==> config.mk <==
export PLATFORM = sky130hd
export DESIGN_NAME = mem_arbiter
export DESIGN_NICKNAME = d
export VERILOG_FILES = /design/src/rtl/mem_arb_pkg.sv /design/src/rtl/mem_arb_rr.sv /design/src/rtl/mem_arbiter.sv
export SDC_FILE = /design/constraint.sdc
export NUM_CORES = 1
export LEC_CHECK = 0
export ABC_CLOCK_PERIOD_IN_PS = 2200
export CAP_MARGIN = 30
export CORE_MARGIN = 3
export CORE_UTILIZATION = 36
export DETAILED_ROUTE_END_ITERATION = 16
export PLACE_DENSITY = 0.76
export SLEW_MARGIN = 30
export SYNTH_ARGS = -nofsm -noshare
export SYNTH_HDL_FRONTEND = slang
export SYNTH_SLANG_ARGS = --single-unit
==> constraint.sdc <==
create_clock -name clk -period 2.2 [get_ports clk]
set_input_delay 0.66 -clock clk [delete_from_list [all_inputs] [get_ports clk]]
set_output_delay 0.66 -clock clk [all_outputs]
set_load 0.05 [all_outputs]
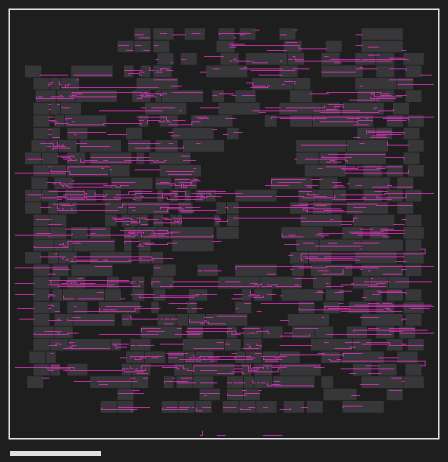
run_1/m1.png
The bar under the picture is 20 µm long. Cells faint in the background.
longest straight run	35.4 µm
share of all routed wire	42%
nets with wire on the layer	334
wire length on this layer	2,950 µm
main direction	horizontal
Vias: 2,141
met1 Resource Use GR: 21.68%
final wirelength: 6.968 mm

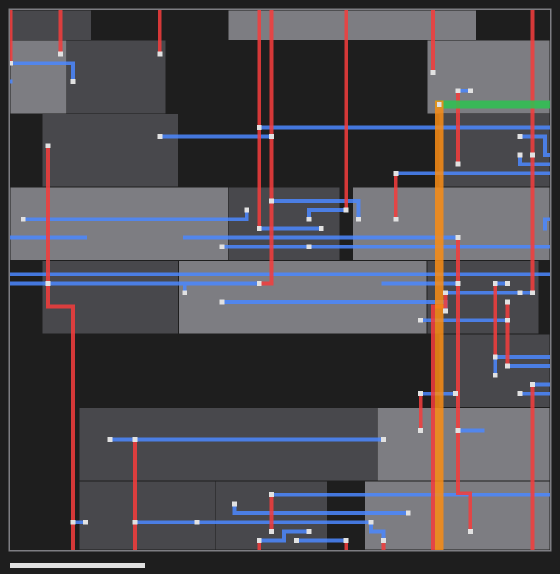
run_1/closeup.png
The bar under the picture is 5 µm long. Window x 60 to 80, y 60 to 80 µm. Cells in grey, sequential cells in the stronger grey; small squares are vias.
layer	colour
M3	green
M2	red
M4	orange
M1	blue
most frequent	mux2_2 (5), dfrtp_1 (5), clkbuf_8 (3)
sequential cells in the window	5
cells with their middle in the window	15

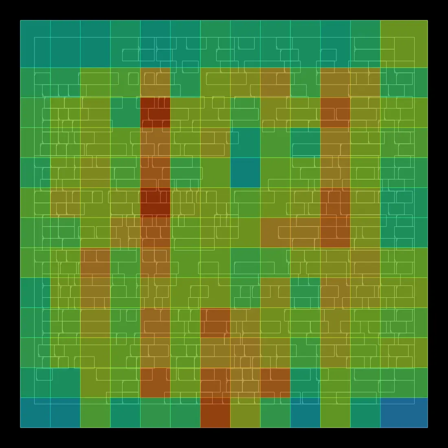
run_1/congestion_map.png
GRT Util Overall: 16.82%
final core utilization: 61.41%

==> flow_summary.ini, run 1 <==
; yosys + openroad results
[clock_network]
cts_tree = done
hold_buffers = 0
post_cts_resized = 0
clockBufferDepth = 2
cts_buffers = 9
cts_setup_buffers = 0
clk_latency_ps = 330
clk_pin_slew_worst_paths_ps = 80

[cells_and_area]
design_area_um2 = 4526
area_delta_synth_final_pct = 63.59
final_nets = 409
layout_top_cells = clkdlybuf4s50_1 (96), dfrtp_1 (67), dlymetal6s2s_1 (33)
antennaDiodeCount = 0
n_fill_cell = 590
drive_gt1_share_pct = 27.65
mostFrequentLayoutCell = clkdlybuf4s50_1

[synth]
syn_area_um2 = 2766
yosys_warnings = 0
synth.largest_area_cell = dfrtp_1
synth_top_area_share_pct = 60.61
synthCells = 192
ys_sh_aoi_pct = 11.76
topCombFamilyByArea = multiplexers
synth-xor-area-share_pct = 0
synth-seq-cells = 68
ys_sh_mux_pct = 13.39
ys_seq_share_pct = 61.56
synthSimpleGateAreaFrac_pct = 9.950
synth_nets = 266
synthAdderAreaFrac_pct = 0
ys_cells = 192

[die]
num_rows = 31
fp-utilization_pct = 37.54
coreArea_um2 = 7370
die_h_um = 93.66
fp.dieArea_um2 = 8772
pin_count = 136
dieWidth_um = 93.66

[grt]
antenna_found_initial = 0
grt_max_degree = 69
grt_pass1_vias = 2297
grt-ovfl-total = 0
grt_pass1_wl_mm = 11.32

[min_path]
worst_hold_path_type = register to register
whs_path_depth = 1

[critical_path]
cp.arrival_ps = 1490
critical_path_depth = 1
path_cells = clkdlybuf4s50_1
endpoint_kind = output pin
path_delay_family = buffers and inverters
r2r_slack_ps = 400
crit_type = register to output pin
cpPeakStageDelay_ps = 810
critPathSlowestCell = clkdlybuf4s50_1
r2r_cells = 3
cp.required_ps = 1540
crit_buf_inv = 1

[timing]
skew_ps = 12.97
min_period_ps = 2152
hold_viol = 0
slew_headroom_pct = 64.04
slew_viol_final = 0
worstMarginPinSlew_ps = 538.5
fin_crit_sh_pct = 97.83
setup_viol = 0

[job]
maxCapViolations = 0
tool_warnings = 26

[power]
sw_frac_of_total_pct = 45.95
clkPwrFrac_pct = 13.0
powerDensity_nw_per_um2 = 1747
p_leak_nw = 2.029
seq_power_share_pct = 28.4
intPower_w = 0.004272
peakVddDrop_mv = 0.7275
combPwrFrac_pct = 58.7
switchingPower_w = 0.003632

[placed_design]
globalplace.congestion = 0.7441
io_buffers = 135
place_area_um2 = 4240
dpl.hpwl_mm = 5.106

[drt]
drt-initial-drc-count = 86
drtAntennaViolNets = 0
avgRoutedWirePerCell_um = 15.87
drtPass1Iterations = 4
remaining_drc_errors = 0

[status]
status = finished, final reports clean
[run 1: final cells by class]
class                           count  area (µm²)  area share (%)
Tap cell                           99       123.9           2.737
Sequential cell                    68        1703           37.63
Inverter                            2       11.26          0.2488
Timing Repair Buffer              146        1514           33.45
Multi-Input combinational cell    108       970.9           21.45
Clock buffer                       12       155.1           3.428
Clock inverter                      4       47.55           1.051
[run 1: layer usage]
layer  vias up  global-route usage (%)  wire length [µm]
met3         4                   5.529               567
li1       1019                       -                 -
met2        95                   26.44              3399
met5         -                       0                 0
met4         0                   6.258                54
met1      1023                   21.68              2946
[run 1: per-stage QoR]
stage          power, W  TNS (ps)  std cells  hold WS [ps]  setup WS (ps)
2_1_floorplan  0.005398         0        192         464.4          267.6
3_3_place_gp   0.006890     -4965        423         488.1         -191.3
3_5_place_dp   0.006986     -5817        423         494.4         -230.1
4_1_cts        0.008020         0        439         509.7          1.040
5_1_grt        0.008334    -3.073        439         526.3         -3.073
6_report       0.007904         0        439         502.8          47.79
[run 1: power groups by stage]
stage	Combinational [W]	Sequential, W	Clock [W]
final	0.00464	0.00224	0.00103
after global routing	0.00487	0.00233	0.00113
after CTS	0.00471	0.00226	0.00105
after detailed placement	0.00471	0.00227	0
after global placement	0.00463	0.00226	0
after floorplan	0.00122	0.00418	0
[run 1: synthesized netlist by cell type, drive strengths merged]
library cell / instances
dfrtp: 67
mux2: 32
o221a: 27
or3: 27
buf: 9
clkbuf: 5
nand2: 4
nor3: 4
nor2b: 3
inv: 2
nor4b: 2
a21oi: 1
a22o: 1
and2: 1
dfstp: 1
mux2i: 1
nand3: 1
nor2: 1
nor4: 1
o21a: 1
or4b: 1
[run 1: cells by family (layout without fill, tap and decap cells)]
kind of cell,after synthesis,count (layout)
mux,33,33
buf+inv,16,164
flops,68,68
compound gates,30,30
simple gates,45,45
run_1/layers.png
The bar under the picture is 20 µm long. Only two layers are drawn.
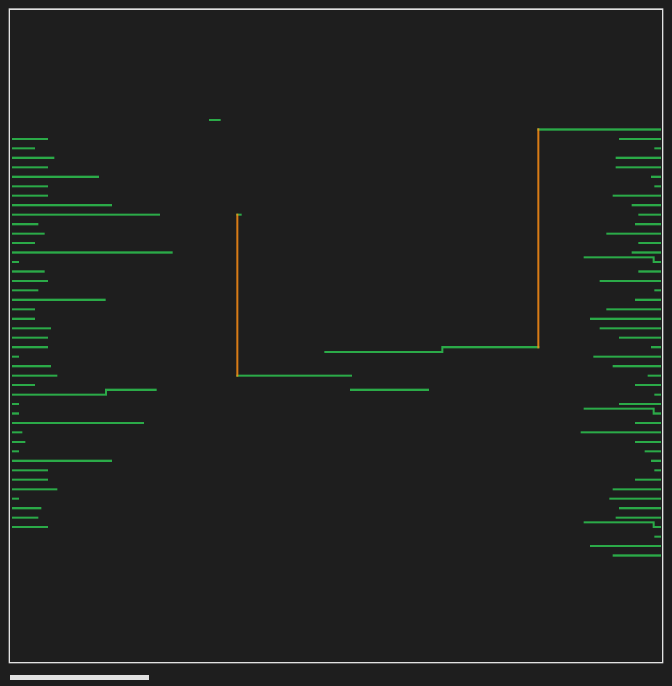

==> inputs of run 2 (changes only) <==
--- a/config.mk
+++ b/config.mk
@@ -5,11 +5,13 @@
 export SDC_FILE = /design/constraint.sdc
 export NUM_CORES = 1
 export LEC_CHECK = 0
+export ABC_AREA = 1
 export ABC_CLOCK_PERIOD_IN_PS = 2200
 export CAP_MARGIN = 30
 export CORE_MARGIN = 3
-export CORE_UTILIZATION = 36
+export CORE_UTILIZATION = 38
 export DETAILED_ROUTE_END_ITERATION = 16
+export GPL_TIMING_DRIVEN = 0
 export PLACE_DENSITY = 0.76
 export SLEW_MARGIN = 30
 export SYNTH_ARGS = -nofsm -noshare
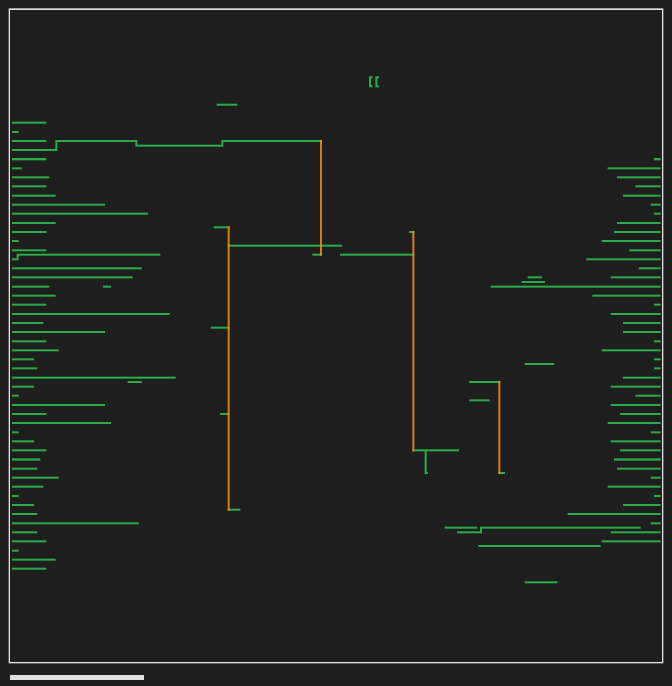
run_2/layers.png
The bar under the picture is 20 µm long. Only two layers are drawn.
layer	colour	wire length
M4	orange	105 µm
M3	green	772 µm
final wirelength: 8.841 mm
Vias: 3,101
routed len/inst: 13.86 µm

==> run 2 against run 1 <==
Net effect:
- largest cell class unchanged
- maximum frequency down 1.1%
- final cell count up 45%
- critical path depth unchanged
- clock skew down 3.1 ps
- cell area up 10%
- global-route usage up 1.8 points
- clock power up about 10%
==> flow_summary.ini, run 2 <==
; yosys + openroad results
[status]
status = finished, final reports clean

[synth]
synth-xor-area-share_pct = 0
top_cell = nand2_1
synthAdderAreaFrac_pct = 0
yosys_warnings = 0
topCombFamilyByArea = simple AND/OR/NAND/NOR gates
synthCells = 383
common_cells = nand2_1 (205), dfrtp_1 (67), nand4_1 (32)
syn_area_um2 = 3177
synth_top_area_share_pct = 52.78
ys_cells = 383
synthSimpleGateAreaFrac_pct = 39.82
synth.largest_area_cell = dfrtp_1
synthArstFlopShare_pct = 100.0
synth-seq-cells = 68
ys_seq_share_pct = 53.60
ys_sh_aoi_pct = 0.5120

[cells_and_area]
antennaDiodeCount = 0
regArea_um2 = 1703
mostFrequentLayoutCell = nand2_1
finalCoreUtilization_pct = 63.01
drive_gt1_share_pct = 11.19
layout_top_cells = nand2_1 (205), clkdlybuf4s50_1 (102), dfrtp_1 (67)

[critical_path]
crit_type = register to output pin
endpoint_kind = output pin
cpPeakStageDelay_ps = 820
crit_buf_inv = 1
r2r_slack_ps = 820
cp.arrival_ps = 1520
cp.required_ps = 1540
critPathSlowestCell = clkdlybuf4s50_1
r2r_cells = 8
critical_path_depth = 1
path_cells = clkdlybuf4s50_1

[power]
seq_power_share_pct = 26.8
power_w = 0.008173
combPwrFrac_pct = 59.3
p_leak_nw = 2.814
powerSeq_w = 0.00219
p_comb_w = 0.00484
switchingPower_w = 0.004111
clkPwrFrac_pct = 14.0
powerDensity_nw_per_um2 = 1636
sw_frac_of_total_pct = 50.30
power_clock_w = 0.00114

[timing]
hold_viol = 0
hold_ws_ps = 468.1
skew_ps = 9.863
fin_tns_setup_ps = 0
slew_viol_final = 0
worstMarginPinSlew_ps = 541.2
slew_headroom_pct = 63.86

[clock_network]
cts_setup_buffers = 0
hold_buffers = 0
cts_buffers = 9
cts_tree = done
clk_pin_slew_worst_paths_ps = 70

[grt]
grt_max_degree = 30
grt_use_total_pct = 18.63
grt-ovfl-total = 0
grt_pass1_wl_mm = 14.50
grt_pass1_vias = 3064

[drt]
drtPass1Iterations = 4
drtAntennaViolNets = 0
drt-initial-drc-count = 132
remaining_drc_errors = 0

[min_path]
worst_hold_path_type = register to register
whs_path_depth = 2

[placed_design]
dpl.hpwl_mm = 6.754
io_buffers = 135
place_ws_ps = 142.0

[die]
coreArea_um2 = 7928
fp.dieArea_um2 = 9493
dieWidth_um = 97.43
pin_count = 136

[job]
tool_warnings = 26
maxCapViolations = 0
==> run 2: cell types whose count changed in the layout (fill, tap and decap cells not counted), moves of 4 or more <==
cell	change
or3_1	-27
clkdlybuf4s50_1	+6
nor3_1	-4
nand2_2	+4
mux2_2	-32
buf_2	+16
nand2_1	+201
o221a_2	-27
buf_4	-12
nand3_1	+27
nand4_1	+32
inv_2	+4
==> run 2: kinds of logic (layout without fill, tap and decap cells) <==
family	count (synthesis)	count (layout)
and+or+nand+nor	279	279
DFF	68	68
buffers and inverters	33	186
AOI/OAI and AO/OA	3	3
==> run 2: worst min-delay path, cell delays in order (launching register included) <==
cell     delay (ps)
dfrtp_1         340
nand2_1          50
nand2_1          40
==> run 2: cell type report <==
cell class | instances | share of cell area (%)
Inverter | 9 | 0.7515
Multi-Input combinational cell | 282 | 25.65
Tap cell | 102 | 2.555
Clock buffer | 10 | 2.756
Timing Repair Buffer | 137 | 29.28
Sequential cell | 68 | 34.09
Buffer | 24 | 3.181
Clock inverter | 6 | 1.728
==> run 2: stage by stage <==
| step | std cells | instance area, µm² |
|---|---|---|
| 4_1_cts | 638 | 4920 |
| 2_1_floorplan | 383 | 3181 |
| 5_1_grt | 638 | 4995 |
| 3_5_place_dp | 622 | 4700 |
| 3_3_place_gp | 620 | 4659 |
| 6_report | 638 | 4995 |
==> run 2: routing by layer <==
metal | global-route usage [%] | routed length, µm
met1 | 23.23 | 3711
met2 | 31.73 | 4253
met3 | 5.240 | 771
met4 | 5.005 | 105
met5 | 0 | 0
==> run 2: repair_timing <==
item / in CTS / in global routing
gates resized: 3 / 30
endpoints found under the setup margin: 3 / 30
gates cloned: 0 / 0
Power and IR drop assume default switching activity.
